===== config.mk =====
export PLATFORM = sky130hd
export DESIGN_NAME = mem_port_arbiter_flat
export DESIGN_NICKNAME = d
export VERILOG_FILES = /design/src/rtl/mem_port_arbiter_if.sv /design/src/rtl/mem_port_arbiter.sv /design/src/flat_wrapper.sv
export SDC_FILE = /design/constraint.sdc
export NUM_CORES = 1
export LEC_CHECK = 0
export ABC_AREA = 1
export CORE_AREA = 4 4 123 125
export DETAILED_ROUTE_END_ITERATION = 6
export DIE_AREA = 0 0 127 129
export GPL_TIMING_DRIVEN = 0
export MAX_ROUTING_LAYER = met4
export SYNTH_ARGS = -nofsm -noshare
export SYNTH_HDL_FRONTEND = slang
export SYNTH_SLANG_ARGS = --single-unit

===== constraint.sdc =====
create_clock -name clk -period 1.7 [get_ports clk]
set_clock_uncertainty 0.05 [all_clocks]
set_input_delay 0.17 -clock clk [delete_from_list [all_inputs] [get_ports clk]]
set_output_delay 0.17 -clock clk [all_outputs]
set_load 0.03 [all_outputs]

===== src/rtl/mem_port_arbiter_if.sv =====
// mem_port_arbiter_if: request/response bundle between two requesters, the arbiter and Memory33.
// Ports m0_* and m1_* belong to the requesters. Port 0 is the pipeline and port 1 the secondary master.
// mem_* is the shared Memory33 port.
// The slave modport is the arbiter's view. The master modport is the surrounding system's view.
interface mem_port_arbiter_if #(
    parameter int ADDR_WIDTH = 32
);
    logic                  m0_valid, m0_write, m0_wgrubby;
    logic [3:0]            m0_wmask;
    logic [31:0]           m0_wdata;
    logic [ADDR_WIDTH-1:0] m0_addr;
    logic                  m0_ready, m0_rvalid, m0_rgrubby;
    logic [31:0]           m0_rdata;
    logic                  m1_valid, m1_write, m1_wgrubby;
    logic [3:0]            m1_wmask;
    logic [31:0]           m1_wdata;
    logic [ADDR_WIDTH-1:0] m1_addr;
    logic                  m1_ready, m1_rvalid, m1_rgrubby;
    logic [31:0]           m1_rdata;
    logic                  mem_valid, mem_write, mem_wgrubby, mem_rgrubby;
    logic [3:0]            mem_wmask;
    logic [31:0]           mem_wdata, mem_rdata;
    logic [ADDR_WIDTH-1:0] mem_addr;

    modport slave (
        input  m0_valid, m0_write, m0_wmask, m0_wdata, m0_wgrubby, m0_addr,
        output m0_ready, m0_rvalid, m0_rdata, m0_rgrubby,
        input  m1_valid, m1_write, m1_wmask, m1_wdata, m1_wgrubby, m1_addr,
        output m1_ready, m1_rvalid, m1_rdata, m1_rgrubby,
        output mem_valid, mem_write, mem_wmask, mem_wdata, mem_wgrubby, mem_addr,
        input  mem_rdata, mem_rgrubby
    );

    modport master (
        output m0_valid, m0_write, m0_wmask, m0_wdata, m0_wgrubby, m0_addr,
        input  m0_ready, m0_rvalid, m0_rdata, m0_rgrubby,
        output m1_valid, m1_write, m1_wmask, m1_wdata, m1_wgrubby, m1_addr,
        input  m1_ready, m1_rvalid, m1_rdata, m1_rgrubby,
        input  mem_valid, mem_write, mem_wmask, mem_wdata, mem_wgrubby, mem_addr,
        output mem_rdata, mem_rgrubby
    );
endinterface


===== src/rtl/mem_port_arbiter.sv =====
// mem_port_arbiter: shares single-port Memory33 between two requesters.
// Port 0 has fixed priority. A starvation guard forces port 1 through after MAX_WAIT refusals.
// Ports: clk, rst (sync, active-high) and bus (mem_port_arbiter_if.slave).
// The bus carries the m0_*/m1_* requester ports and the mem_* memory port.
// Read data arrives one cycle after grant and is routed to the requester that owned the read.
module mem_port_arbiter #(
    parameter int ADDR_WIDTH = 32,
    parameter int MAX_WAIT   = 4,
    parameter int WAIT_BITS  = 3
) (
    input logic                clk,
    input logic                rst,
    mem_port_arbiter_if.slave  bus
);
    localparam logic [WAIT_BITS-1:0] MAX_W = WAIT_BITS'(MAX_WAIT);

    logic [WAIT_BITS-1:0] wait_cnt;
    logic                 force1, grant0, grant1, q_rd0, q_rd1;

    // Port 1 wins when port 0 is idle, or when it has waited MAX_WAIT cycles.
    assign force1 = (MAX_WAIT != 0) && (wait_cnt == MAX_W);
    assign grant1 = !rst && bus.m1_valid && (!bus.m0_valid || force1);
    assign grant0 = !rst && bus.m0_valid && !grant1;

    assign bus.m0_ready = grant0;
    assign bus.m1_ready = grant1;

    // With no grant every mem_* output is zero, so a refused write never reaches memory.
    assign bus.mem_valid   = grant0 || grant1;
    assign bus.mem_write   = grant1 ? bus.m1_write   : grant0 && bus.m0_write;
    assign bus.mem_wgrubby = grant1 ? bus.m1_wgrubby : grant0 && bus.m0_wgrubby;
    assign bus.mem_wmask   = grant1 ? bus.m1_wmask   : grant0 ? bus.m0_wmask : '0;
    assign bus.mem_wdata   = grant1 ? bus.m1_wdata   : grant0 ? bus.m0_wdata : '0;
    assign bus.mem_addr    = grant1 ? bus.m1_addr    : grant0 ? bus.m0_addr  : '0;

    assign bus.m0_rvalid  = q_rd0;
    assign bus.m1_rvalid  = q_rd1;
    assign bus.m0_rdata   = q_rd0 ? bus.mem_rdata : '0;
    assign bus.m1_rdata   = q_rd1 ? bus.mem_rdata : '0;
    assign bus.m0_rgrubby = q_rd0 && bus.mem_rgrubby;
    assign bus.m1_rgrubby = q_rd1 && bus.mem_rgrubby;

    // Counts consecutive refusals of a pending port 1 request. It saturates at MAX_WAIT.
    // With MAX_WAIT=0 it stays at zero.
    always_ff @(posedge clk) begin
        if (rst || grant1 || !bus.m1_valid)
            wait_cnt <= '0;
        else if (wait_cnt != MAX_W)
            wait_cnt <= wait_cnt + 1'b1;
    end

    // Owner of the read now in flight. Grants are already forced low during rst, so a pending response is dropped.
    always_ff @(posedge clk) begin
        if (rst) begin
            q_rd0 <= 1'b0;
            q_rd1 <= 1'b0;
        end else begin
            q_rd0 <= grant0 && !bus.m0_write;
            q_rd1 <= grant1 && !bus.m1_write;
        end
    end
endmodule


===== src/flat_wrapper.sv =====
// flat-port wrapper written by rule: the top's interface ports become plain ports
module mem_port_arbiter_flat 
#(
    parameter int ADDR_WIDTH = 32,
    parameter int MAX_WAIT   = 4,
    parameter int WAIT_BITS  = 3
)
  (clk, rst, bus_m0_valid, bus_m0_write, bus_m0_wmask, bus_m0_wdata, bus_m0_wgrubby, bus_m0_addr, bus_m0_ready, bus_m0_rvalid, bus_m0_rdata, bus_m0_rgrubby, bus_m1_valid, bus_m1_write, bus_m1_wmask, bus_m1_wdata, bus_m1_wgrubby, bus_m1_addr, bus_m1_ready, bus_m1_rvalid, bus_m1_rdata, bus_m1_rgrubby, bus_mem_valid, bus_mem_write, bus_mem_wmask, bus_mem_wdata, bus_mem_wgrubby, bus_mem_addr, bus_mem_rdata, bus_mem_rgrubby);
  mem_port_arbiter_if #(.ADDR_WIDTH(ADDR_WIDTH)) bus_i ();
  input logic clk;
  input logic rst;
  input wire logic [$bits(bus_i.m0_valid)-1:0] bus_m0_valid;
  input wire logic [$bits(bus_i.m0_write)-1:0] bus_m0_write;
  input wire logic [$bits(bus_i.m0_wmask)-1:0] bus_m0_wmask;
  input wire logic [$bits(bus_i.m0_wdata)-1:0] bus_m0_wdata;
  input wire logic [$bits(bus_i.m0_wgrubby)-1:0] bus_m0_wgrubby;
  input wire logic [$bits(bus_i.m0_addr)-1:0] bus_m0_addr;
  output wire logic [$bits(bus_i.m0_ready)-1:0] bus_m0_ready;
  output wire logic [$bits(bus_i.m0_rvalid)-1:0] bus_m0_rvalid;
  output wire logic [$bits(bus_i.m0_rdata)-1:0] bus_m0_rdata;
  output wire logic [$bits(bus_i.m0_rgrubby)-1:0] bus_m0_rgrubby;
  input wire logic [$bits(bus_i.m1_valid)-1:0] bus_m1_valid;
  input wire logic [$bits(bus_i.m1_write)-1:0] bus_m1_write;
  input wire logic [$bits(bus_i.m1_wmask)-1:0] bus_m1_wmask;
  input wire logic [$bits(bus_i.m1_wdata)-1:0] bus_m1_wdata;
  input wire logic [$bits(bus_i.m1_wgrubby)-1:0] bus_m1_wgrubby;
  input wire logic [$bits(bus_i.m1_addr)-1:0] bus_m1_addr;
  output wire logic [$bits(bus_i.m1_ready)-1:0] bus_m1_ready;
  output wire logic [$bits(bus_i.m1_rvalid)-1:0] bus_m1_rvalid;
  output wire logic [$bits(bus_i.m1_rdata)-1:0] bus_m1_rdata;
  output wire logic [$bits(bus_i.m1_rgrubby)-1:0] bus_m1_rgrubby;
  output wire logic [$bits(bus_i.mem_valid)-1:0] bus_mem_valid;
  output wire logic [$bits(bus_i.mem_write)-1:0] bus_mem_write;
  output wire logic [$bits(bus_i.mem_wmask)-1:0] bus_mem_wmask;
  output wire logic [$bits(bus_i.mem_wdata)-1:0] bus_mem_wdata;
  output wire logic [$bits(bus_i.mem_wgrubby)-1:0] bus_mem_wgrubby;
  output wire logic [$bits(bus_i.mem_addr)-1:0] bus_mem_addr;
  input wire logic [$bits(bus_i.mem_rdata)-1:0] bus_mem_rdata;
  input wire logic [$bits(bus_i.mem_rgrubby)-1:0] bus_mem_rgrubby;
  assign bus_i.m0_valid = bus_m0_valid;
  assign bus_i.m0_write = bus_m0_write;
  assign bus_i.m0_wmask = bus_m0_wmask;
  assign bus_i.m0_wdata = bus_m0_wdata;
  assign bus_i.m0_wgrubby = bus_m0_wgrubby;
  assign bus_i.m0_addr = bus_m0_addr;
  assign bus_m0_ready = bus_i.m0_ready;
  assign bus_m0_rvalid = bus_i.m0_rvalid;
  assign bus_m0_rdata = bus_i.m0_rdata;
  assign bus_m0_rgrubby = bus_i.m0_rgrubby;
  assign bus_i.m1_valid = bus_m1_valid;
  assign bus_i.m1_write = bus_m1_write;
  assign bus_i.m1_wmask = bus_m1_wmask;
  assign bus_i.m1_wdata = bus_m1_wdata;
  assign bus_i.m1_wgrubby = bus_m1_wgrubby;
  assign bus_i.m1_addr = bus_m1_addr;
  assign bus_m1_ready = bus_i.m1_ready;
  assign bus_m1_rvalid = bus_i.m1_rvalid;
  assign bus_m1_rdata = bus_i.m1_rdata;
  assign bus_m1_rgrubby = bus_i.m1_rgrubby;
  assign bus_mem_valid = bus_i.mem_valid;
  assign bus_mem_write = bus_i.mem_write;
  assign bus_mem_wmask = bus_i.mem_wmask;
  assign bus_mem_wdata = bus_i.mem_wdata;
  assign bus_mem_wgrubby = bus_i.mem_wgrubby;
  assign bus_mem_addr = bus_i.mem_addr;
  assign bus_i.mem_rdata = bus_mem_rdata;
  assign bus_i.mem_rgrubby = bus_mem_rgrubby;
  mem_port_arbiter #(.ADDR_WIDTH(ADDR_WIDTH), .MAX_WAIT(MAX_WAIT), .WAIT_BITS(WAIT_BITS)) u_core (.clk(clk), .rst(rst), .bus(bus_i));
endmodule

==> run_1/io_fan.png <==
Scale bar: 50 um.
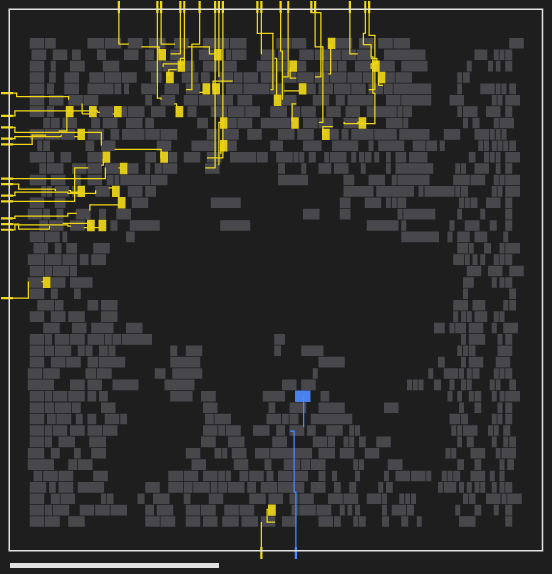
legend:
  bus_m0_wgrubby:
    color: blue
    bits: 1
    direction: input
    end_cells: 1
    buffers: 1
    wire: 36.9 um
  bus_m1_wdata:
    color: yellow
    bits: 32
    direction: input
    end_cells: 32
    buffers: 32
    wire: 755 um
number of port buffers: 317
boundary pin count: 318

==> run_1/cell_density.png <==
Scale bar: 50 um. The die is cut into 13 by 13 equal tiles; white is low, dark blue is high, 0 to 100% covered.
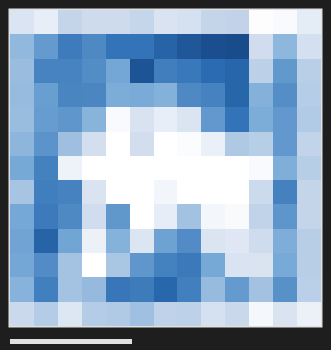
densest ninth of the die: north
mean over tiles: 38%
fullest tile: 89%
nearly empty tiles: 10%
emptiest ninth of the die: center

==> run_1/wires.png <==
Only two layers are drawn.
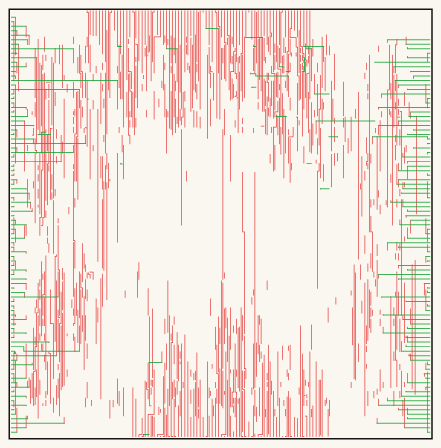
legend:
  metal 2:
    color: red
    wire_length: 7890 um
  metal 3:
    color: green
    wire_length: 1100 um

==> impl_metrics.toml, run 1 <==
# yosys + openroad results
[synthesis]
simple_gate_area_share_pct = 67.8
synth_flop_count = 5
ys_top_logic_family = "simple AND/OR/NAND/NOR gates"
area_share_of_xor_xnor_cells_in_the_synthesized_design_pct = 0.465
synth_adder_area_share_pct = 1.33
yosys_warnings = 0
yosys-mux-area-fraction_pct = 0
syn_inst = 414
area_figure_in_the_yosys_stat_output_um2 = 1880
synth_area_per_cell_um2 = 4.55

[setup_path]
crit-reg2reg-launch = "u_core.wait_cnt[1]"
setup.worst_path.class = "reg -> out"
timing.critical_path.buf_inv = 4
timing.critical_path.from = "u_core.wait_cnt[1]"
path_delay_family = "simple AND/OR/NAND/NOR gates"
endpoint = "bus_mem_wdata[29]"
arrival_time_reported_for_the_critical_path_endpoint_ns = 1.65
r2r-end = "u_core.bus.m1_rvalid"
setup.worst_path.end_class = "output pin"
cp_common_cell = "nand2_8"
cp_cell_sequence = "inv_2 -> ha_4 -> nand2_8 -> nand2_8 -> nand2_8 -> buf_12 -> buf_8 -> nand3_2 -> nand2_2 -> buf_6"
worst_path_max_delay_cell = "dfxtp_2"

[final_layout]
finish.utilization_pct = 46.2
final_net_count = 942
layout_top_cells_excl_fill_tap = "clkdlybuf4s50_1, nand2_1, buf_6"
num_antenna_cells = 0
final_area_um2 = 6420

[pwr]
seqPwrFrac_pct = 6.0
pg_clk_mw = 0.390
switching_share_pct = 40.6
clockPowerShare_pct = 18.7
max-vdd-ir-drop_v = 0.000266
overall_power_mw = 2.08
comb_power_share_pct = 75.3
p_int_mw = 1.24
p_per_area_nw_per_um2 = 325
comb-power_mw = 1.57
pg_seq_mw = 0.125

[drt]
route.met3.wl_um = 1100
wl_met1_um = 5320
drc = 0
num_vias = 3951
met2_wirelength_um = 7890
drtPass1Iterations = 4
top_layer_in_use = "met4"

[clocking]
cts_tree = "yes"
cts_made_buffers = 3
tritoncts_num_sinks = 5
cts_htree_levels = 1
post_cts_resized = 751
cts-root-buf = "clkbuf_16"

[timing]
finalCritPeriodShare_pct = 110
worst_hold_slack_ns = 0.417
setup_viol = 71
period_needed_ns = 1.87
final_max_slew_viol_count = 0
setup_ws_ns = -0.168

[worst_hold_path]
holdPathStages = 5
worstHoldPathType = "in -> reg"

[grt]
wire_length_of_the_first_global_routing_pass_um = 20700
grt_usage_pct = 16.1
grt_remaining_overflow = 0
grt_antenna_before_repair = 0
grt_max_degree = 11
gr-usage-met1_pct = 17.3

[die]
core_area_um2 = 13900

[place]
dpl-instance-area_um2 = 5280
gp_routability_congestion = 0.826
dp_slack_ns = -0.872

[outcome]
violations_in_the_final_reports = "negative setup slack"
outcome = "finished with violations"
==> run 1: sequential cells by signal (all words and copies together) (netlist names) <==
name / count
u_core.wait_cnt: 3
u_core.bus.m0_rvalid: 1
u_core.bus.m1_rvalid: 1
==> run 1: final cells by class <==
cell class / instances / area (um2)
plain buffers: 33 / 305
inverters: 78 / 298
well taps: 180 / 225
flip-flops and latches: 5 / 104
fillers: 1447 / 7460
repair buffers: 345 / 3380
clock buffers: 4 / 78.8
multi-input cells: 297 / 2030
==> run 1: cell usage after synthesis <==
cell / instances
nand2_1: 143
nand3_1: 139
inv_1: 76
buf_2: 28
clkbuf_1: 8
dfxtp_1: 5
nor2_1: 4
ha_1: 2
inv_2: 2
nand2_2: 2
o21ai_0: 2
nor2_2: 1
nor2_4: 1
xnor2_1: 1
==> run 1 -> run 2 <==
- CORE_AREA: 4 4 123 125 -> 8 8 117 119
- DIE_AREA: 0 0 127 129 -> 0 0 125 127
==> run_2/layer_met4.png <==
Supply wires on this layer in gray.
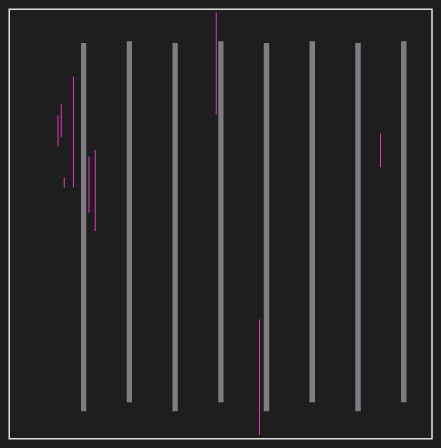
nets with wire on the layer: 9
main direction: vertical
wire length on this layer: 167 um

==> run_2/wires.png <==
Only two layers are drawn.
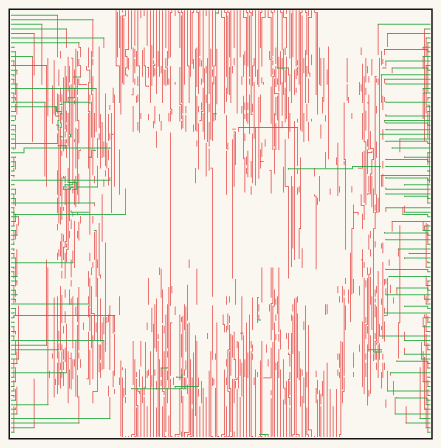
legend:
  metal 2:
    color: red
    wire_length: 8400 um
  metal 3:
    color: green
    wire_length: 1360 um
routed via count: 4012
routed wire length per instance: 17.4 um
total wire length after detailed routing: 15700 um
GRT Total Usage: 17.8%

==> run_2/clocks.png <==
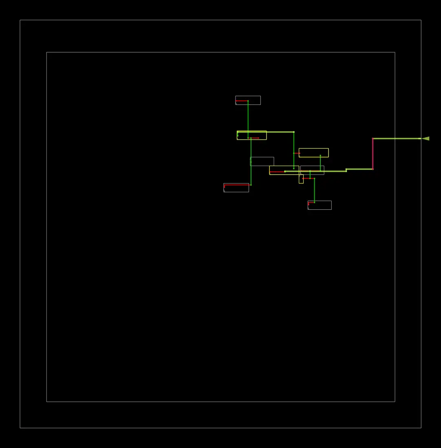
cts bufs inserted: 3
Sink Count: 5

==> run 2 against run 1 <==
Effect of this change: the flow still finishes with violations (negative setup slack); cell area decreased by 2.3%; wire length up 8.6%; first-iteration DRC count increased by 11%; synthesized cell count did not move; worst hold slack improved by 0.011 ns; highest routed layer unchanged; count of clock-buffer cells in the layout unchanged; final cell count fell by 4.2%; non-clock buffer count shrank 7; critical path type unchanged; fmax fell by 0.62%; critical path depth unchanged; synthesized area stayed put; utilization increased by 6.9 points.
==> impl_metrics.toml, run 2 <==
# yosys + openroad results
[final_layout]
sequential_fraction_of_total_cell_area_pct = 1.64
clkCellAreaFrac_pct = 1.26
max_flop_register = "u_core.wait_cnt"
final-nonclk-buf-share_pct = 57.7
layout.non_clock_inverters = 78
nNonClkBuffers = 371
area_dominant_class = "buffers"
final_net_count = 933
num_antenna_cells = 2

[synthesis]
asyncSetResetFlopFracSynth_pct = 0
synth-edff-count = 0
commonest_cells_post_synth = "nand2_1, nand3_1, inv_1, buf_2, clkbuf_1"
area_figure_in_the_yosys_stat_output_um2 = 1880

[grt]
grt_antenna_before_repair = 2

[setup_path]
crit-reg2reg-launch = "u_core.wait_cnt[1]"
setup.worst_path.end_class = "output pin"

[place]
number_of_port_buffers = 317

[die]
core_area_um2 = 11800
pin_count = 318

[clocking]
post_cts_resized = 721
cts_tree = "yes"
cts_htree_levels = 1

[pwr]
comb_power_share_pct = 75.1
clockPowerShare_pct = 18.9
pg_seq_mw = 0.125
max-vdd-ir-drop_v = 0.000249
p_int_mw = 1.23

[worst_hold_path]
holdPathStages = 5

[drt]
route.met3.wl_um = 1360
drtPass1Iterations = 6

[outcome]
violations_in_the_final_reports = "negative setup slack"
outcome = "finished with violations"

[timing]
setup_viol = 68
setup_ws_ns = -0.179
finalCritPeriodShare_pct = 111
[run 2: cell counts after synthesis]
No cell type changed its count.
[run 2: kinds of logic after synthesis]
logic type / synth area share (%)
DFF: 5.31
and+or+nand+nor: 67.8
AOI/OAI and AO/OA: 0.531
buffers and inverters: 24.6
xor gates and xnor gates: 0.465
adders and majority gates: 1.33
[run 2: through the flow]
| stage | TNS, ns | hold slack [ns] |
|---|---|---|
| after CTS | -8.24 | 0.420 |
| after floorplan | 0 | 0.192 |
| after global placement | -72.86 | 0.377 |
| after detailed placement | -76.05 | 0.419 |
| final | -7.41 | 0.429 |
| after global routing | -11.87 | 0.482 |
